## src/rtl/triangle_wave_seq_if.sv

```systemverilog
// Configuration and sample-stream handshake bundle for triangle_wave_seq.
// master = system/testbench side, slave = sequencer side.
interface triangle_wave_seq_if #(
  parameter int ACC_W  = 32,
  parameter int DATA_W = 24
);
  logic              cfg_valid;
  logic              cfg_ready;
  logic [ACC_W-1:0]  cfg_fcw;
  logic [3:0]        cfg_sel;
  logic [DATA_W-1:0] sample;
  logic              sample_valid;
  logic              sample_ready;

  modport master (
    output cfg_valid, cfg_fcw, cfg_sel, sample_ready,
    input  cfg_ready, sample, sample_valid
  );

  modport slave (
    input  cfg_valid, cfg_fcw, cfg_sel, sample_ready,
    output cfg_ready, sample, sample_valid
  );
endinterface

```

## src/rtl/triangle_wave_seq.sv

```systemverilog
// Phase-accumulator sequencer for a combinational triangle lookup: drives address/duty,
// applies new config only at period wrap, and streams registered samples downstream.
module triangle_wave_seq #(
  parameter int ACC_W   = 32,
  parameter int ADDR_W  = 10,
  parameter int DATA_W  = 24,
  parameter int SEL_MAX = 10
) (
  input  logic                i_clk,
  input  logic                i_rst,
  input  logic                i_en,
  input  logic                i_tick,
  triangle_wave_seq_if.slave  bus,
  output logic [ADDR_W-1:0]   o_addr,
  output logic [3:0]          o_sel,
  input  logic [DATA_W-1:0]   i_wave_data,
  output logic                o_period_start,
  output logic                o_overrun
);

  typedef enum logic {
    ST_IDLE = 1'b0,
    ST_RUN  = 1'b1
  } state_t;

  state_t            r_state;
  state_t            w_state_nxt;
  logic [ACC_W-1:0]  r_acc;
  logic [ACC_W-1:0]  r_fcw_act;
  logic [ACC_W-1:0]  r_fcw_sh;
  logic [3:0]        r_sel_act;
  logic [3:0]        r_sel_sh;
  logic              r_sh_full;
  logic              r_cap;
  logic              r_valid;
  logic              r_ps;
  logic              r_ovr;
  logic [DATA_W-1:0] r_sample;
  logic [ACC_W:0]    w_sum;
  logic              w_tick_run;
  logic              w_wrap;
  logic              w_cfg_acc;
  logic              w_load;

  function automatic logic [3:0] clamp_sel(input logic [3:0] sel);
    if (sel > 4'(SEL_MAX)) begin
      clamp_sel = 4'(SEL_MAX);
    end else begin
      clamp_sel = sel;
    end
  endfunction

  // Next state plus the per-cycle tick, wrap, config-accept and capture decisions
  always_comb begin
    w_state_nxt = r_state;
    case (r_state)
      ST_IDLE: begin
        if (i_en) w_state_nxt = ST_RUN;
        else      w_state_nxt = ST_IDLE;
      end
      ST_RUN: begin
        if (i_en) w_state_nxt = ST_RUN;
        else      w_state_nxt = ST_IDLE;
      end
      default: w_state_nxt = ST_IDLE;
    endcase
    w_tick_run = (r_state == ST_RUN) && i_en && i_tick;
    w_sum      = {1'b0, r_acc} + {1'b0, r_fcw_act};
    w_wrap     = w_tick_run && w_sum[ACC_W];
    w_cfg_acc  = bus.cfg_valid && !r_sh_full;
    // A pending capture loads unless the held sample is still waiting to be taken
    w_load     = r_cap && (!r_valid || bus.sample_ready);
  end

  // State, phase and config registers
  always_ff @(posedge i_clk) begin
    if (i_rst) begin
      r_state   <= ST_IDLE;
      r_acc     <= '0;
      r_fcw_act <= '0;
      r_sel_act <= 4'd0;
      r_fcw_sh  <= '0;
      r_sel_sh  <= 4'd0;
      r_sh_full <= 1'b0;
    end else begin
      r_state <= w_state_nxt;
      if (r_state == ST_RUN && !i_en) begin
        r_acc <= '0;
      end else if (w_tick_run) begin
        r_acc <= w_sum[ACC_W-1:0];
      end
      // Idle has no period to tear, so config (or a leftover shadow) lands directly
      if (r_state == ST_IDLE) begin
        if (r_sh_full) begin
          r_fcw_act <= r_fcw_sh;
          r_sel_act <= r_sel_sh;
          r_sh_full <= 1'b0;
        end else if (w_cfg_acc) begin
          r_fcw_act <= bus.cfg_fcw;
          r_sel_act <= clamp_sel(bus.cfg_sel);
        end
      end else begin
        if (w_wrap && r_sh_full) begin
          r_fcw_act <= r_fcw_sh;
          r_sel_act <= r_sel_sh;
          r_sh_full <= 1'b0;
        end else if (w_cfg_acc) begin
          r_fcw_sh  <= bus.cfg_fcw;
          r_sel_sh  <= clamp_sel(bus.cfg_sel);
          r_sh_full <= 1'b1;
        end
      end
    end
  end

  // Capture pipeline, output sample register and status pulses
  always_ff @(posedge i_clk) begin
    if (i_rst) begin
      r_cap    <= 1'b0;
      r_valid  <= 1'b0;
      r_sample <= '0;
      r_ps     <= 1'b0;
      r_ovr    <= 1'b0;
    end else begin
      r_cap <= w_tick_run;
      r_ps  <= w_wrap;
      r_ovr <= r_cap && !w_load;
      if (w_load) begin
        r_sample <= i_wave_data;
        r_valid  <= 1'b1;
      end else if (r_valid && bus.sample_ready) begin
        r_valid <= 1'b0;
      end
    end
  end

  assign o_addr           = r_acc[ACC_W-1 -: ADDR_W];
  assign o_sel            = r_sel_act;
  assign o_period_start   = r_ps;
  assign o_overrun        = r_ovr;
  assign bus.cfg_ready    = !r_sh_full;
  assign bus.sample       = r_sample;
  assign bus.sample_valid = r_valid;

endmodule

```

## src/flat_wrapper.sv

```systemverilog
// flat-port wrapper written by rule: the top's interface ports become plain ports
module triangle_wave_seq_flat 
#(
  parameter int ACC_W   = 32,
  parameter int ADDR_W  = 10,
  parameter int DATA_W  = 24,
  parameter int SEL_MAX = 10
)
  (i_clk, i_rst, i_en, i_tick, o_addr, o_sel, i_wave_data, o_period_start, o_overrun, bus_cfg_valid, bus_cfg_fcw, bus_cfg_sel, bus_sample_ready, bus_cfg_ready, bus_sample, bus_sample_valid);
  triangle_wave_seq_if #(.ACC_W(ACC_W), .DATA_W(DATA_W)) bus_i ();
  input  logic i_clk;
  input  logic i_rst;
  input  logic i_en;
  input  logic i_tick;
  output logic [ADDR_W-1:0] o_addr;
  output logic [3:0] o_sel;
  input  logic [DATA_W-1:0] i_wave_data;
  output logic o_period_start;
  output logic o_overrun;
  input wire logic [$bits(bus_i.cfg_valid)-1:0] bus_cfg_valid;
  input wire logic [$bits(bus_i.cfg_fcw)-1:0] bus_cfg_fcw;
  input wire logic [$bits(bus_i.cfg_sel)-1:0] bus_cfg_sel;
  input wire logic [$bits(bus_i.sample_ready)-1:0] bus_sample_ready;
  output wire logic [$bits(bus_i.cfg_ready)-1:0] bus_cfg_ready;
  output wire logic [$bits(bus_i.sample)-1:0] bus_sample;
  output wire logic [$bits(bus_i.sample_valid)-1:0] bus_sample_valid;
  assign bus_i.cfg_valid = bus_cfg_valid;
  assign bus_i.cfg_fcw = bus_cfg_fcw;
  assign bus_i.cfg_sel = bus_cfg_sel;
  assign bus_i.sample_ready = bus_sample_ready;
  assign bus_cfg_ready = bus_i.cfg_ready;
  assign bus_sample = bus_i.sample;
  assign bus_sample_valid = bus_i.sample_valid;
  triangle_wave_seq #(.ACC_W(ACC_W), .ADDR_W(ADDR_W), .DATA_W(DATA_W), .SEL_MAX(SEL_MAX)) u_core (.i_clk(i_clk), .i_rst(i_rst), .i_en(i_en), .i_tick(i_tick), .bus(bus_i), .o_addr(o_addr), .o_sel(o_sel), .i_wave_data(i_wave_data), .o_period_start(o_period_start), .o_overrun(o_overrun));
endmodule
```

## config.mk

```make
export PLATFORM = sky130hd
export DESIGN_NAME = triangle_wave_seq_flat
export DESIGN_NICKNAME = d
export VERILOG_FILES = /design/src/rtl/triangle_wave_seq_if.sv /design/src/rtl/triangle_wave_seq.sv /design/src/flat_wrapper.sv
export SDC_FILE = /design/constraint.sdc
export NUM_CORES = 1
export LEC_CHECK = 0
export CAP_MARGIN = 20
export CELL_PAD_IN_SITES_DETAIL_PLACEMENT = 1
export CELL_PAD_IN_SITES_GLOBAL_PLACEMENT = 1
export CORE_MARGIN = 10
export CORE_UTILIZATION = 40
export DETAILED_ROUTE_END_ITERATION = 8
export PLACE_DENSITY_LB_ADDON = 0.15
export SYNTH_ARGS = -nofsm -noshare
export SYNTH_HDL_FRONTEND = slang
export SYNTH_SLANG_ARGS = --single-unit
```

## constraint.sdc

```tcl
create_clock -name i_clk -period 3.6 [get_ports i_clk]
set_input_delay 0.36 -clock i_clk [delete_from_list [all_inputs] [get_ports i_clk]]
set_output_delay 0.36 -clock i_clk [all_outputs]
set_load 0.03 [all_outputs]
```

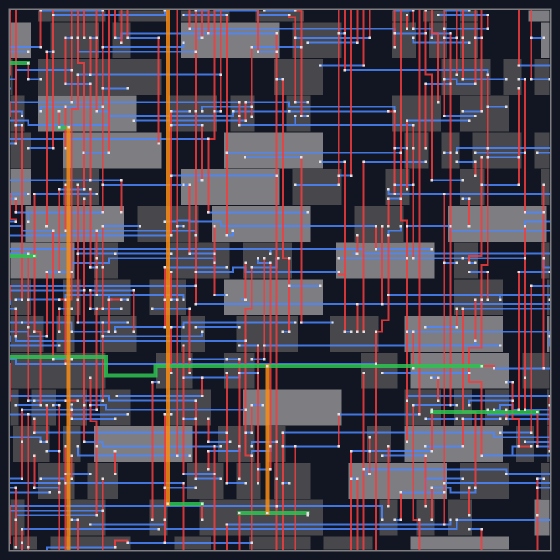
Fig. 1. Layout detail.
Region (55, 86) to (95, 126) um. Cells in grey, sequential cells in the stronger grey; small squares are vias.
Blue marks metal 1. Orange marks metal 4. Green marks metal 3. Red marks metal 2.
Sequential cells in the window: 17. Netlist names of flops here include u_core.r_fcw_act (6), u_core.r_acc (4), u_core.r_fcw_sh (4). 87 logic cells have their middle in the window. Most frequent: dfxtp_1 (17), nand2_1 (12), o21ai_0 (9).

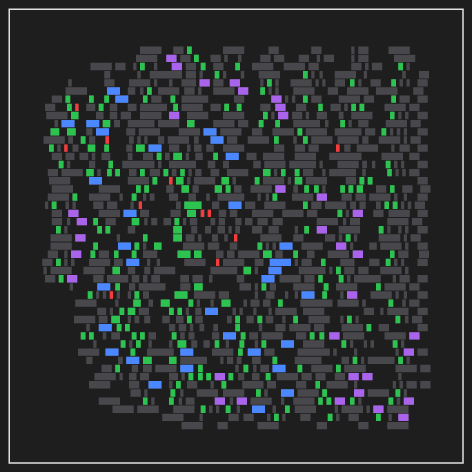
Fig. 2. Gate-type map.
(3 px per um)
Blue marks fa/ha/maj cells, cells 33, most used ha_1. Purple marks mux cells, cells 34, most used mux2i_1, where widely spread. Red marks inv cells, cells 11, most used inv_1. Green marks aoi and oai cells, cells 206, most used a21oi_1.
Commonest Layout Cell: nand2_1
Comb area share: 44.3%

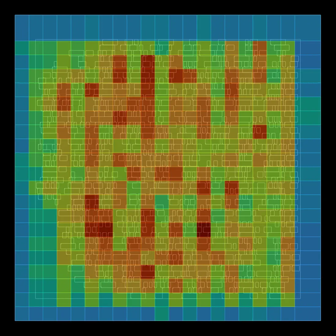
Fig. 3. Routing congestion.
met2 GRT Util: 33.6%
GR Layer Usage met3: 4.74%
met1 usage in global routing: 24.6%

==> impl_metrics.yaml <==
# synthesis and place-and-route metrics
final_layout:
  num-multi-input-gates: 622
  non_clock_inverter_count: 11
  final-clk-cell-share_pct: 7.57
  seq_share_pct: 30.9
  area_delta_synth_final_pct: 26.9
  reg.largest.list: "u_core.r_acc x32, u_core.r_fcw_act x32, u_core.r_fcw_sh x32"
power_and_ir_drop:
  powerComb_uw: 448
  switching_share_pct: 24.3
  pwr-share-seq_pct: 39.7
  maxPowerGroup: "the clock network"
  combPwrFrac_pct: 11.3
  pg_clk_uw: 1950
  leakage_uw: 0.00378
synthesis:
  yosysSeqAreaShare_pct: 39.2
  synthMostInstantiatedCell: "nand2_1"
  synth_chip_area_um2: 6840
  ff_type: "dfxtp_1"
placement:
  io_buffers: 107
  gp_routability_congestion: 0.830
floorplanning:
  die_w_um: 151
run_status:
  status: "completed"
hold_path:
  whs_endpoint: "u_core.r_state"
clock_tree:
  ctsRootBufferMaster: "clkbuf_16"
  clk_path_buf_depth: 2
  ctsResizeCount: 0
sta:
  worst_pin_slew_ns: 0.986
  fin_crit_ns: 3.23
  hold-worst-slack_ns: 0.389
  finalMaxSlewViolations: 0
  max_freq_ghz: 0.309
detailed_routing:
  drtAntennaViolNets: 0
  wl_met2_um: 10800
setup_path:
  worstPathCellList: "ha_1 > fa_1 > a21oi_2 > or3_4 > a21oi_2 > o211a_1 > o2111ai_1 > a31oi_2 > buf_4 > buf_4 > o21ai_0 > o211a_1"
  worstSetupEndpoint: "u_core.r_fcw_act[26]"
global_route:
  overflow: 0
Power is estimated from default activity; no workload was simulated.
